### Signal wires by layer, run 1

Drawn at 4 px/um. Only two layers are drawn.
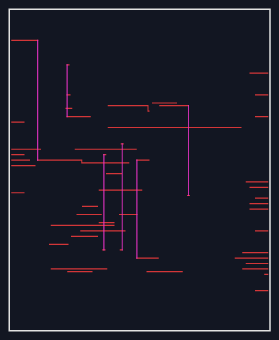
### Power grid, run 1

Drawn at 4 px/um. Pins as bars on the die edge.
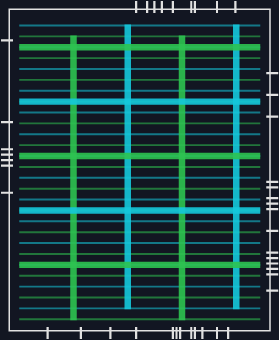
### Cell classes on the final placement, run 1

Drawn at 3 px/um. Fill, decap, tap and diode cells in grey.
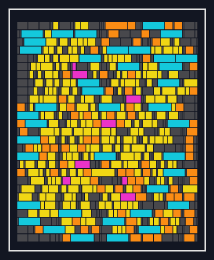
==> config.mk <==
export PLATFORM = sky130hd
export DESIGN_NAME = text_cursor_writer_flat
export DESIGN_NICKNAME = d
export VERILOG_FILES = /design/src/rtl/text_plane_pkg.sv /design/src/rtl/text_cursor_writer_if.sv /design/src/rtl/text_cursor_writer.sv /design/src/flat_wrapper.sv
export SDC_FILE = /design/constraint.sdc
export NUM_CORES = 1
export LEC_CHECK = 0
export CORE_ASPECT_RATIO = 1.25
export CORE_MARGIN = 2
export CORE_UTILIZATION = 53
export CTS_CLUSTER_DIAMETER = 100
export DETAILED_ROUTE_END_ITERATION = 10
export PLACE_DENSITY_LB_ADDON = 0.1
export SYNTH_ARGS = -nofsm -noshare
export SYNTH_HDL_FRONTEND = slang
export SYNTH_SLANG_ARGS = --single-unit
==> constraint.sdc <==
create_clock -name clock -period 2.5 [get_ports clock]
set_input_delay 0.5 -clock clock [delete_from_list [all_inputs] [get_ports clock]]
set_output_delay 0.5 -clock clock [all_outputs]
set_load 0.1 [all_outputs]
==> impl_results.html <==
<h2>Synthesis and place &amp; route</h2>
<table>
<tr><th>Metric</th><th>Value</th></tr>
<tr><th colspan="2">Setup path</th></tr>
<tr><td>Worst path max stage delay</td><td>0.59 ns</td></tr>
<tr><td>Peak fanout along the critical path</td><td>6</td></tr>
<tr><td>Setup slack, reg-to-reg</td><td>0.18 ns</td></tr>
<tr><td>Kind of cell adding the most delay to the critical path</td><td>simple AND/OR/NAND/NOR gates</td></tr>
<tr><td>Crit Path Class</td><td>input pin to flip-flop</td></tr>
<tr><td>Setup crit end kind</td><td>flip-flop</td></tr>
<tr><td>Worst Reg-to-Reg Cells</td><td>8</td></tr>
<tr><td>Slowest cell on the critical path</td><td>sky130_fd_sc_hd__or4b_4</td></tr>
<tr><td>Signal arrival time at the worst endpoint</td><td>2.58 ns</td></tr>
<tr><td>Critical path depth in cells</td><td>7</td></tr>
<tr><th colspan="2">Clocking</th></tr>
<tr><td>Quantity of hold-fixing buffers added after cts</td><td>0</td></tr>
<tr><td>Clock root buffer</td><td>sky130_fd_sc_hd__clkbuf_8</td></tr>
<tr><td>Number of sinks on the clock net</td><td>39</td></tr>
<tr><td>Clock latency on the worst-skew pair</td><td>0.29 ns</td></tr>
<tr><td>Number of levels the H-tree was split into</td><td>2</td></tr>
<tr><td>Clock Pin Slew Worst Setup and Hold Paths</td><td>0.08 ns</td></tr>
<tr><td>Max clock buf depth</td><td>2</td></tr>
<tr><td>Number of clock buffers inserted by TritonCTS</td><td>5</td></tr>
<tr><td>Clock tree from TritonCTS</td><td>built</td></tr>
<tr><th colspan="2">GRT</th></tr>
<tr><td>Via count of the first global-routing pass</td><td>2,439</td></tr>
<tr><td>Met1 routing resource usage after global routing</td><td>35.02%</td></tr>
<tr><td>Met2 track utilization from global routing</td><td>49.69%</td></tr>
<tr><td>Global-route track usage on met3</td><td>3.667%</td></tr>
<tr><td>Antenna violations before repair</td><td>0</td></tr>
<tr><td>Most crowded layer after global routing</td><td>met2</td></tr>
<tr><th colspan="2">STA</th></tr>
<tr><td>Worst-margin pin slew</td><td>0.6023 ns</td></tr>
<tr><td>Unrepaired setup endpoints after global routing</td><td>false</td></tr>
<tr><td>Final Cycle Share</td><td>97.45%</td></tr>
<tr><td>Shortest clock period the worst path allows after layout</td><td>2.436 ns</td></tr>
<tr><td>Relative slew slack</td><td>59.32%</td></tr>
<tr><td>Total setup violations reported at the end of the flow</td><td>0</td></tr>
<tr><td>Final Hold Violation Tally</td><td>0</td></tr>
<tr><td>Final Max Tran Viols</td><td>0</td></tr>
<tr><td>Worst clock skew</td><td>0.008802 ns</td></tr>
<tr><td>Tightest hold margin</td><td>0.4551 ns</td></tr>
<tr><th colspan="2">Finish</th></tr>
<tr><td>Fraction of final layout cells sized beyond drive strength 1</td><td>28.42%</td></tr>
<tr><td>Area growth syn-to-layout</td><td>29.91%</td></tr>
<tr><td>Number of cells in the finished layout apart from fillers</td><td>438</td></tr>
<tr><td>Most common logic cells in the final layout</td><td>76 x sky130_fd_sc_hd__buf_4, 41 x sky130_fd_sc_hd__nand2_1, 33 x sky130_fd_sc_hd__dfxtp_1</td></tr>
<tr><td>Final-layout fill cell count</td><td>367</td></tr>
<tr><td>Commonest non-fill, non-tap cell in the layout</td><td>sky130_fd_sc_hd__buf_4</td></tr>
<tr><th colspan="2">Synth</th></tr>
<tr><td>Total of flip-flops plus latches after synthesis</td><td>39</td></tr>
<tr><td>Syn. warnings</td><td>0</td></tr>
<tr><td>Primary flip-flop cell chosen by synthesis mapping</td><td>sky130_fd_sc_hd__dfxtp_1</td></tr>
<tr><td>Proportion of register bits with asynchronous set or reset after synthesis</td><td>0%</td></tr>
<tr><td>Count of different cell masters after synthesis</td><td>61</td></tr>
<tr><td>Chip area line of the yosys report</td><td>0.002451 mm^2</td></tr>
<tr><td>Synthesized area</td><td>0.002451 mm^2</td></tr>
<tr><td>Share of synthesized area occupied by flip-flops and latches</td><td>31.85%</td></tr>
<tr><td>Ys cells</td><td>312</td></tr>
<tr><td>Synthesized Nets</td><td>330</td></tr>
<tr><th colspan="2">Floorplanning</th></tr>
<tr><td>Total number of placement rows</td><td>27</td></tr>
<tr><td>I/O pin count</td><td>43</td></tr>
<tr><td>Chip area</td><td>0.005188 mm^2</td></tr>
<tr><td>Effective utilization at floorplan</td><td>55.39%</td></tr>
<tr><th colspan="2">Run status</th></tr>
<tr><td>Result of the run</td><td>finished clean</td></tr>
<tr><th colspan="2">Pwr</th></tr>
<tr><td>PnR Total Power</td><td>0.001412 W</td></tr>
<tr><td>Cell Pwr Density</td><td>443.3 mW/mm^2</td></tr>
<tr><td>Leakage power</td><td>1.310 nW</td></tr>
<tr><th colspan="2">Place</th></tr>
<tr><td>Gp weighted congestion</td><td>0.9633</td></tr>
<tr><td>Post-Place Cells</td><td>427</td></tr>
<tr><td>Port Buffer Count</td><td>42</td></tr>
<tr><td>Post-detail-place hpwl</td><td>5282 um</td></tr>
<tr><th colspan="2">Job</th></tr>
<tr><td>Total number of warnings across the stage logs</td><td>31</td></tr>
<tr><td>Number of maximum-capacitance violations</td><td>0</td></tr>
<tr><th colspan="2">Route</th></tr>
<tr><td>Detailed-router iteration count before antenna repair</td><td>4</td></tr>
<tr><td>First-iteration detailed-routing DRC count</td><td>157</td></tr>
<tr><td>Count of nets left with antenna violations after detail routing</td><td>0</td></tr>
<tr><th colspan="2">Hold path</th></tr>
<tr><td>Cell depth of the worst min-delay path</td><td>2</td></tr>
<tr><td>Min-Delay Path Class</td><td>flip-flop to flip-flop</td></tr>
</table>
## Picture notes: 'Signal wires by layer'
Magenta shows met4, wire length 140 um. Red shows met3, wire length 309 um.
detailed-route via count: 2,599
overall routing resource usage: 28.33%
DRT Wirelength: 7034 um
post-detailed-route wirelength per cell: 16.06 um

## Picture notes: 'Power grid'
Green shows VSS. Cyan shows VDD.
5 straps on met5. The core has 27 rows.
peak ir drop on the vdd network: 0.0002452 V
die width: 64.83 um

## Picture notes: 'Cell classes on the final placement'
Orange shows other buffers and delay cells, cells 87. Yellow shows all other logic, cells 246. Cyan shows flops, cells 39. Magenta shows clock drivers and dummy loads, cells 8.
Finished Core Util: 71.95%
core area: 0.004425 mm^2

run 1: stage by stage:
step | setup TNS [ns] | setup slack, ns | area (um^2)
floorplan | -0.08416 | -0.08416 | 2464
global placement | -3.622 | -0.2928 | 3062
detailed placement | -4.548 | -0.3187 | 3062
CTS | 0 | 0.006889 | 3152
global route | 0 | 0.0008933 | 3184
finish | 0 | 0.06387 | 3184
run 1: worst register-to-register path, cell delays in order, from the launching register on:
cell and delay [ns]:
sky130_fd_sc_hd__dfxtp_2 0.32, sky130_fd_sc_hd__inv_1 0.15, sky130_fd_sc_hd__ha_1 0.19, sky130_fd_sc_hd__or4b_1 0.56, sky130_fd_sc_hd__o31ai_1 0.31, sky130_fd_sc_hd__a21o_2 0.25, sky130_fd_sc_hd__buf_4 0.16, sky130_fd_sc_hd__a21oi_1 0.07
sky130_fd_sc_hd__a221oi_1 0.24
run 1: power breakdown:
group / leakage (nW) / internal, W / switching [W] / total (W)
clock network: 0.0412 / 0.000195 / 0.000226 / 0.000421
registers: 0.320 / 0.000637 / 0.0000105 / 0.000647
logic: 0.950 / 0.000110 / 0.000233 / 0.000343
total: 1.31 / 0.000942 / 0.000470 / 0.00141
run 1: cell families (layout without fill, tap and decap cells):
logic type	Yosys count	after routing	synth area share (%)
compound gates	91	91	26.29
xor+xnor	4	4	1.430
fa+ha+maj	7	7	3.573
buf+inv	36	104	7.197
flops	39	39	31.85
mux	6	6	2.552
simple gates	129	129	27.11
run 1: metal layers:
layer	routed length [um]	share of wire, %
met5	0	0
met3	309	4.4
met1	3000	43
met2	3584	51
met4	140	2.0
run 1: Yosys cell counts, drive strengths merged (8+ instances only):
cell,count,area [um^2]
nor3,14,70.07
inv,9,33.78
o211ai,8,60.06
nand3,14,70.07
dfxtp,39,780.8
nand2,41,153.9
a21oi,24,120.1
clkbuf,19,92.59
nor2,20,77.58
o21ai,8,40.04
run 1: cell type report:
type / count / area [um^2] / area share [%]
sequential: 39 / 788.3 / 24.75
clock inverter: 2 / 12.51 / 0.3929
clock buffer: 6 / 72.57 / 2.279
tap: 58 / 72.57 / 2.279
inverter: 9 / 33.78 / 1.061
timing repair buffer: 87 / 690.7 / 21.69
multi-input combinational: 237 / 1514 / 47.54
run 1: timing repair:
item                                    4_1_cts  5_1_grt
setup buffers                                 0        3
resized                                       1        2
endpoints found under the setup margin        1       13
pin swaps                                     0        2
Power is estimated from default activity; no workload was simulated.
